File: src/rtl/d_mem_lsu.sv
// Load/store initiator between the MEM stage and a word-aligned data memory.
// Splits word-crossing accesses into two memory cycles, merges load data and extends it.
module d_mem_lsu #(
   parameter int unsigned WORD_WIDTH      = 32,
   parameter int unsigned ADRS_WIDTH      = 32,
   parameter int unsigned MEM_DEPTH_WORDS = 256
) (
   input  logic                  clk,
   input  logic                  rst_n,
   input  logic                  req_valid,
   output logic                  req_ready,
   input  logic                  req_we,
   input  logic [1:0]            req_size,
   input  logic                  req_unsigned,
   input  logic [ADRS_WIDTH-1:0] req_adrs,
   input  logic [WORD_WIDTH-1:0] req_wr_data,
   output logic                  resp_valid,
   output logic                  resp_err,
   output logic [WORD_WIDTH-1:0] resp_rd_data,
   output logic [ADRS_WIDTH-1:0] mem_adrs,
   output logic                  mem_rden,
   output logic                  mem_wren,
   output logic [3:0]            mem_byt_en,
   output logic                  mem_sign_ext,
   output logic [WORD_WIDTH-1:0] mem_wr_data,
   input  logic [WORD_WIDTH-1:0] mem_rd_data
);

   typedef enum logic [1:0] {IDLE, LO, HI} state_t;

   localparam logic [ADRS_WIDTH-1:0] DEPTH    = ADRS_WIDTH'(MEM_DEPTH_WORDS);
   localparam logic [ADRS_WIDTH-1:0] ONE_A    = ADRS_WIDTH'(1);
   localparam logic [ADRS_WIDTH-3:0] ONE_W    = (ADRS_WIDTH-2)'(1);
   localparam logic [WORD_WIDTH-1:0] ALL_ONES = '1;

   state_t state, state_nxt;

   logic                  cur_we;
   logic [1:0]            cur_size;
   logic                  cur_unsigned;
   logic [ADRS_WIDTH-1:0] cur_adrs;
   logic [WORD_WIDTH-1:0] cur_wr_data;
   logic                  cur_split;

   logic [WORD_WIDTH-1:0] ld_buf, buf_nxt;
   logic                  resp_valid_nxt, resp_err_nxt;
   logic [WORD_WIDTH-1:0] resp_data_nxt;

   logic [2:0]            req_bytes;
   logic [2:0]            req_end;
   logic                  req_split;
   logic [ADRS_WIDTH-1:0] req_word, req_word_nxt;
   logic                  req_fault;
   logic                  accept;

   logic [3:0]            cur_mask;
   logic [2:0]            hi_bytes;
   logic [5:0]            hi_shift;
   logic [WORD_WIDTH-1:0] lo_keep;
   logic [ADRS_WIDTH-1:0] hi_adrs;

   function automatic logic [WORD_WIDTH-1:0] extend(input logic [WORD_WIDTH-1:0] d,
                                                    input logic [1:0] sz,
                                                    input logic uns);
      case (sz)
         2'b00:   extend = {{24{~uns & d[7]}}, d[7:0]};
         2'b01:   extend = {{16{~uns & d[15]}}, d[15:0]};
         default: extend = d;
      endcase
   endfunction

   // Request decode: size, split detection and range check on the incoming request
   always_comb begin
      case (req_size)
         2'b00:   req_bytes = 3'd1;
         2'b01:   req_bytes = 3'd2;
         default: req_bytes = 3'd4;
      endcase
      req_end      = {1'b0, req_adrs[1:0]} + req_bytes;
      req_split    = (req_end > 3'd4);
      req_word     = {2'b00, req_adrs[ADRS_WIDTH-1:2]};
      req_word_nxt = req_word + ONE_A;
      req_fault    = (req_size == 2'b11) || (req_word >= DEPTH) ||
                     (req_split && (req_word_nxt >= DEPTH));
   end

   assign req_ready    = (state == IDLE);
   assign accept       = req_valid && req_ready;
   assign mem_sign_ext = 1'b0;

   always_comb begin
      case (cur_size)
         2'b00:   cur_mask = 4'b0001;
         2'b01:   cur_mask = 4'b0011;
         default: cur_mask = 4'b1111;
      endcase
      hi_bytes = 3'd4 - {1'b0, cur_adrs[1:0]};
      hi_shift = {hi_bytes, 3'b000};
      // LO leaves only the low (4 - offset) bytes of the buffer valid
      lo_keep  = ALL_ONES >> {cur_adrs[1:0], 3'b000};
      hi_adrs  = {cur_adrs[ADRS_WIDTH-1:2] + ONE_W, 2'b00};
   end

   always_ff @(posedge clk or negedge rst_n) begin
      if (!rst_n) begin
         state        <= IDLE;
         cur_we       <= 1'b0;
         cur_size     <= '0;
         cur_unsigned <= 1'b0;
         cur_adrs     <= '0;
         cur_wr_data  <= '0;
         cur_split    <= 1'b0;
         ld_buf       <= '0;
         resp_valid   <= 1'b0;
         resp_err     <= 1'b0;
         resp_rd_data <= '0;
      end else begin
         state        <= state_nxt;
         ld_buf       <= buf_nxt;
         resp_valid   <= resp_valid_nxt;
         resp_err     <= resp_err_nxt;
         resp_rd_data <= resp_data_nxt;
         if (accept && !req_fault) begin
            cur_we       <= req_we;
            cur_size     <= req_size;
            cur_unsigned <= req_unsigned;
            cur_adrs     <= req_adrs;
            cur_wr_data  <= req_wr_data;
            cur_split    <= req_split;
         end
      end
   end

   always_comb begin
      state_nxt      = state;
      buf_nxt        = ld_buf;
      resp_valid_nxt = 1'b0;
      resp_err_nxt   = 1'b0;
      resp_data_nxt  = '0;
      mem_adrs       = '0;
      mem_rden       = 1'b0;
      mem_wren       = 1'b0;
      mem_byt_en     = '0;
      mem_wr_data    = '0;
      case (state)
         IDLE: begin
            if (req_valid) begin
               if (req_fault) begin
                  resp_valid_nxt = 1'b1;
                  resp_err_nxt   = 1'b1;
               end else begin
                  state_nxt = LO;
               end
            end
         end
         LO: begin
            mem_adrs    = cur_adrs;
            mem_byt_en  = cur_mask;
            mem_rden    = !cur_we;
            mem_wren    = cur_we;
            mem_wr_data = cur_wr_data;
            if (!cur_we) buf_nxt = mem_rd_data;
            if (cur_split) begin
               state_nxt = HI;
            end else begin
               state_nxt      = IDLE;
               resp_valid_nxt = 1'b1;
               if (!cur_we) resp_data_nxt = extend(buf_nxt, cur_size, cur_unsigned);
            end
         end
         HI: begin
            mem_adrs    = hi_adrs;
            mem_byt_en  = cur_mask >> hi_bytes;
            mem_rden    = !cur_we;
            mem_wren    = cur_we;
            mem_wr_data = cur_wr_data >> hi_shift;
            if (!cur_we) buf_nxt = (ld_buf & lo_keep) | ((mem_rd_data << hi_shift) & ~lo_keep);
            state_nxt      = IDLE;
            resp_valid_nxt = 1'b1;
            if (!cur_we) resp_data_nxt = extend(buf_nxt, cur_size, cur_unsigned);
         end
         default: state_nxt = IDLE;
      endcase
   end

endmodule

File: config.mk
export PLATFORM = sky130hd
export DESIGN_NAME = d_mem_lsu
export DESIGN_NICKNAME = d
export VERILOG_FILES = /design/src/rtl/d_mem_lsu.sv
export SDC_FILE = /design/constraint.sdc
export NUM_CORES = 1
export LEC_CHECK = 0
export ABC_AREA = 1
export CAP_MARGIN = 0
export CORE_AREA = 2 2 116 174
export DETAILED_ROUTE_END_ITERATION = 6
export DIE_AREA = 0 0 118 176
export PLACE_DENSITY_LB_ADDON = 0.3
export SLEW_MARGIN = 20
export SYNTH_ARGS = -nofsm -noshare
export SYNTH_HDL_FRONTEND = slang
export SYNTH_SLANG_ARGS = --single-unit
File: constraint.sdc
create_clock -name clk -period 8.28 [get_ports clk]
set_clock_uncertainty 0.2 [all_clocks]
set_input_delay 1.656 -clock clk [delete_from_list [all_inputs] [get_ports clk]]
set_output_delay 1.656 -clock clk [all_outputs]
set_load 0.01 [all_outputs]
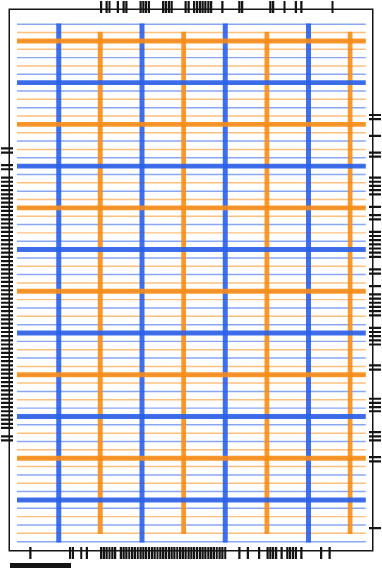
run_1/power_grid.png
Bar = 20 um. Pins as bars on the die edge.
[VSS] blue
[VDD] orange
rows: 62
met1 rails: 63
met5 straps: 12
signal pins: 209

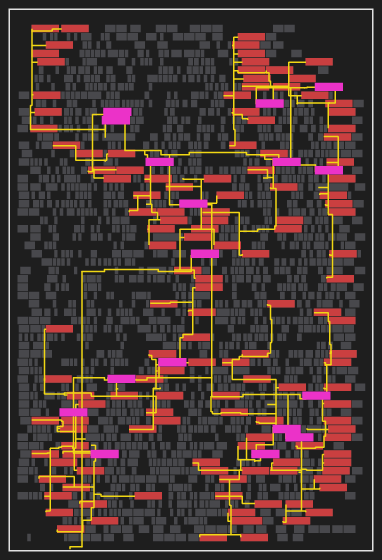
run_1/clk_routes.png
[flip-flops] red | count: 137
[clock drivers] magenta | count: 17
[clock wires] yellow | length: 1880 um
flops lie: all over the die
routed clock nets: 18

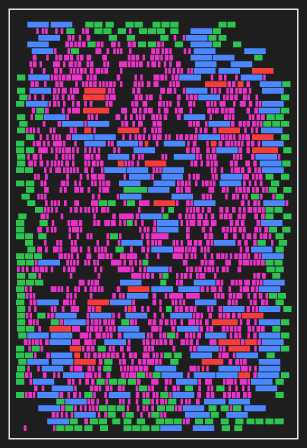
run_1/placement_by_type.png
[flops] blue | cells: 137 | share of their area: 29%
[clock drivers and dummy loads] red | cells: 32 | share of their area: 5.2%
[other buffers and delay cells] green | cells: 215 | share of their area: 18%
[combinational and other logic] magenta | cells: 1250 | share of their area: 48%

==> metrics.yaml, run 1 <==
status: "complete, no violations"
sh_comb_area: 0.402
core_util_floorplan: 0.494
synth-adder-area-share: 0.0127
ys_area_um2: 9470
hold_path_class: "register to register"
ys_ff: 137
antenna_found_initial: 0
drive_gt1_frac: 0.0459
ys.flop_type: "dfrtp_1"
pg_clk_w: 0.000793
final_cell_area_um2: 12300
leakagePower_nw: 5.35
postSynthSeqShare: 0.362
crit_chain: "inv_1, ha_1, buf_4, inv_2, nor2_1, inv_1, nor2_1, inv_1, o21ai_2, clkinv_1, nor2_1, clkdlybuf4s50_1"
critPathRequiredTime_ps: 6420
drtIter0Drc: 1122
nNetsFinal: 1733
grt_max_degree: 117
crit_start: "state[0]"
power_density_nw_per_um2: 130
numPortBuffers: 207
comb_cells: 1035
postSynth.asyncResetShare: 1.00
post-cts-setup-buffer-count: 0
met3_usage: 0.0568
r2r-start: "cur_adrs[0]"
root_buffer: "clkbuf_16"
ir_worst_vdd_mv: 0.147
ys_cells: 1459
worstSetupEndpointType: "primary output"
setup_tns_ps: 0
synthesis.area_um2: 9470
wl_met3_um: 2220
postCtsHoldBufs: 0
worstSkewPairLatency_ps: 430
fin_crit_ps: 6930
power_sequential_w: 0.000671
p_seq_frac: 0.421
simple_gate_area_frac: 0.299
dp_hpwl_um: 23100
track_usage: 0.305
fin_ws_ps: 1350
rsz0062_at_grt: "no"
vias: 10600
maxPowerGroup: "clock"
relSlewSlack: 0.248
ys_sh_aoi: 0.201
cts_tree: "yes"
worst_slew_pin_slew_ps: 1120
hold_depth: 2
final-comb-area_um2: 4930
grt-busiest-layer: "met2"
synth_cell_types: 45
yosysTopAreaCell: "dfrtp_1"
top_layer: "met4"
via_per_inst: 5.61
lay_top_cells: "nand2_1 (409), clkdlybuf4s50_1 (206), inv_1 (197), o21ai_0 (170), dfrtp_1 (136)"
hold_start: "cur_wr_data[21]"
internal_power_w: 0.00123
area_delta_synth_final_pct: 29.4
most_common_cell: "nand2_1"
cts_buffers: 17
slowest_stage: "nor2_1"
io_pins: 209
switching_power_w: 0.000366
die_width_um: 118
wl_met1_um: 11700
clock-sinks: 137
setup_violations: 0
path_buffers: 7
grt_pass1_vias: 10000
route.final.wire_length_um: 31600
synth.avg_cell_area_um2: 6.49
gp_congestion: 1.02
p_comb_frac: 0.081
nWellTaps: 256
ant_nets: 0
dp.cells: 1857
mux_share: 0
post-route-drc-count: 0
logic_family: "simple AND/OR/NAND/NOR gates"
wl_met2_um: 15800
path_max_fanout: 37
area_leaders: "dfrtp_1 (36%), nand2_1 (16%), o21ai_0 (9.0%)"
diodes: 0
timing.hold.ws_ps: 290
crit_path_start_kind: "register"
run_1/wires.png
Bar = 20 um.
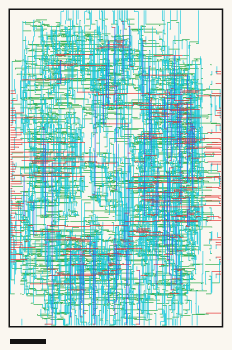

==> inputs of run 2 (changes only) <==
CORE_AREA = 2 2 119 179   (was 2 2 116 174)
DIE_AREA = 0 0 121 181   (was 0 0 118 176)
clock period = 5.9 ns   (was 8.28 ns; I/O delays follow)
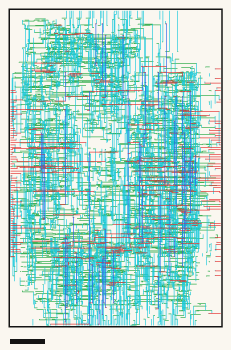
run_2/wires.png
Bar = 20 um.
[metal 1] green | wire length: 12000 um
[metal 2] cyan | wire length: 15600 um
[metal 3] red | wire length: 2190 um
[metal 4] blue | wire length: 1600 um

==> run 2 against run 1 <==
Effect of this change: the flow now finishes with violations (DRC); non-clock buffer count grew 6; first-iteration DRC count is 3.7% lower; synthesized area unchanged; worst setup slack worse by 870 ps; critical path depth shrank 3; final cell count grew 0.79%; sequential power rose by about 40%; core utilization shrank 3.5 points; global-route usage shrank 1.7 points; synthesized cell count unchanged; count of clock-buffer cells in the layout fell by 1; critical endpoint is now mem_wr_data[13]; highest routed layer unchanged.
==> metrics.yaml, run 2 <==
simple_gate_area_frac: 0.299
postSynth.asyncResetShare: 1.00
wl_met2_um: 15600
maxPowerGroup: "clock"
path_buffers: 4
hold_path_class: "register to register"
pg_clk_w: 0.00103
path_max_fanout: 26
route.final.wire_length_um: 31400
slowest_stage: "nor2_1"
ir_worst_vdd_mv: 0.196
drive_gt1_frac: 0.0494
sh_comb_area: 0.402
relSlewSlack: 0.272
lay_top_cells: "nand2_1 (409), clkdlybuf4s50_1 (206), inv_1 (197), o21ai_0 (170), dfrtp_1 (137)"
dp_hpwl_um: 23000
ys_sh_aoi: 0.201
die_width_um: 121
grt_pass1_vias: 10100
setup_tns_ps: 0
ant_nets: 0
nWellTaps: 264
antenna_found_initial: 1
status: "finished, violations left"
fin_crit_ps: 5410
comb_cells: 1035
hold_start: "cur_wr_data[7]"
dp.cells: 1872
drtIter0Drc: 1081
nNetsFinal: 1739
timing.hold.ws_ps: 293
hold_depth: 2
synth_cell_types: 45
ys_ff: 137
fin_ws_ps: 487
grt-busiest-layer: "met2"
power_density_nw_per_um2: 176
violations: "DRC"
clock-sinks: 137
post-route-drc-count: 1
synth-adder-area-share: 0.0127
crit_path_start_kind: "register"
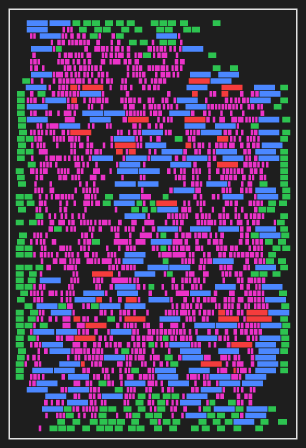
run_2/placement_by_type.png
design area: 12300 um2
Seq area share: 0.280
# rows: 64

run_2/congestion.png
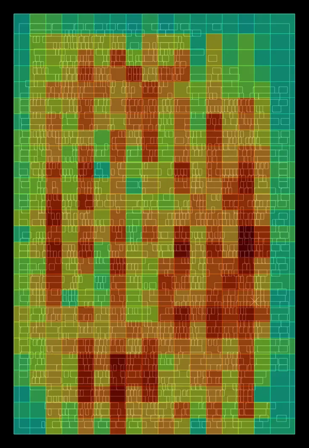

==> inputs of run 3 (changes only) <==
GPL_TIMING_DRIVEN = 0   (was not set)
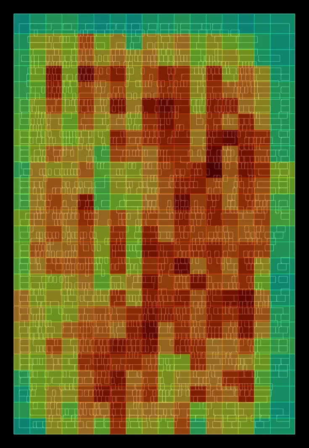
run_3/congestion.png
busiest layer in global routing: met2
GRT Util Overall: 0.338

==> run 3 against run 2 <==
Effect of this change: the run now ends clean; critical endpoint is now mem_wr_data[12]; maximum frequency down 3.9%; count of clock-buffer cells in the layout shrank 1; combinational power grew 2%; non-clock buffer count up 59; largest power group unchanged; synthesized area unchanged; critical path depth increased by 4.
==> metrics.yaml, run 3 <==
worst_slew_pin_slew_ps: 957
crit_start: "cur_adrs[0]"
synthesis.area_um2: 9470
hold_start: "cur_adrs[5]"
mux_share: 0
nNetsFinal: 1798
sh_comb_area: 0.393
setup_violations: 0
postSynthSeqShare: 0.362
hold_depth: 2
final_cell_area_um2: 12500
power_density_nw_per_um2: 180
ir_worst_vdd_mv: 0.182
internal_power_w: 0.00171
ant_nets: 0
grt_pass1_vias: 10700
numPortBuffers: 207
p_comb_frac: 0.082
diodes: 0
grt_max_degree: 98
drive_gt1_frac: 0.0477
post-cts-setup-buffer-count: 0
fin_crit_ps: 5630
area_leaders: "dfrtp_1 (36%), nand2_1 (16%), o21ai_0 (9.0%)"
ys.flop_type: "dfrtp_1"
worstSetupEndpointType: "primary output"
rsz0062_at_grt: "no"
antenna_found_initial: 0
slowest_stage: "clkdlybuf4s50_1"
final-comb-area_um2: 4920
synth.avg_cell_area_um2: 6.49
ys_sh_aoi: 0.201
cts_tree: "yes"
p_seq_frac: 0.418
crit_path_start_kind: "register"
status: "complete, no violations"
r2r-start: "cur_adrs[0]"
route.final.wire_length_um: 36900
pg_clk_w: 0.00113
crit_chain: "clkbuf_2, inv_1, clkbuf_1, ha_1, nor2_1, inv_1, nor2_2, inv_1, o21ai_2, buf_2, a32oi_1, o21ai_0, clkdlybuf4s50_1"
post-route-drc-count: 0
drtIter0Drc: 1146
path_buffers: 7
leakagePower_nw: 5.45
power_sequential_w: 0.000941
setup_tns_ps: 0
simple_gate_area_frac: 0.299
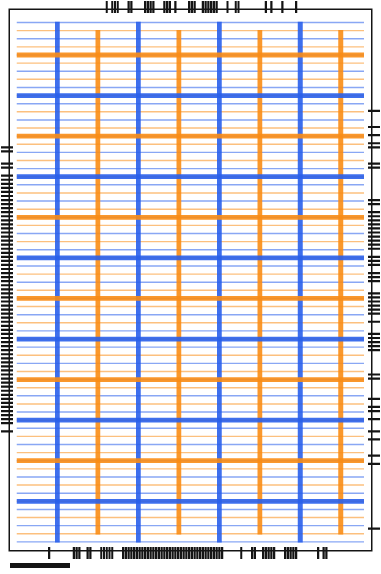
run_3/power_grid.png
Bar = 20 um. Pins as bars on the die edge.
[VSS] blue
[VDD] orange
met1 rails: 65
signal pins: 209
met5 straps: 12
rows: 64

No activity file was given, so power comes from the tool's default toggle rates.
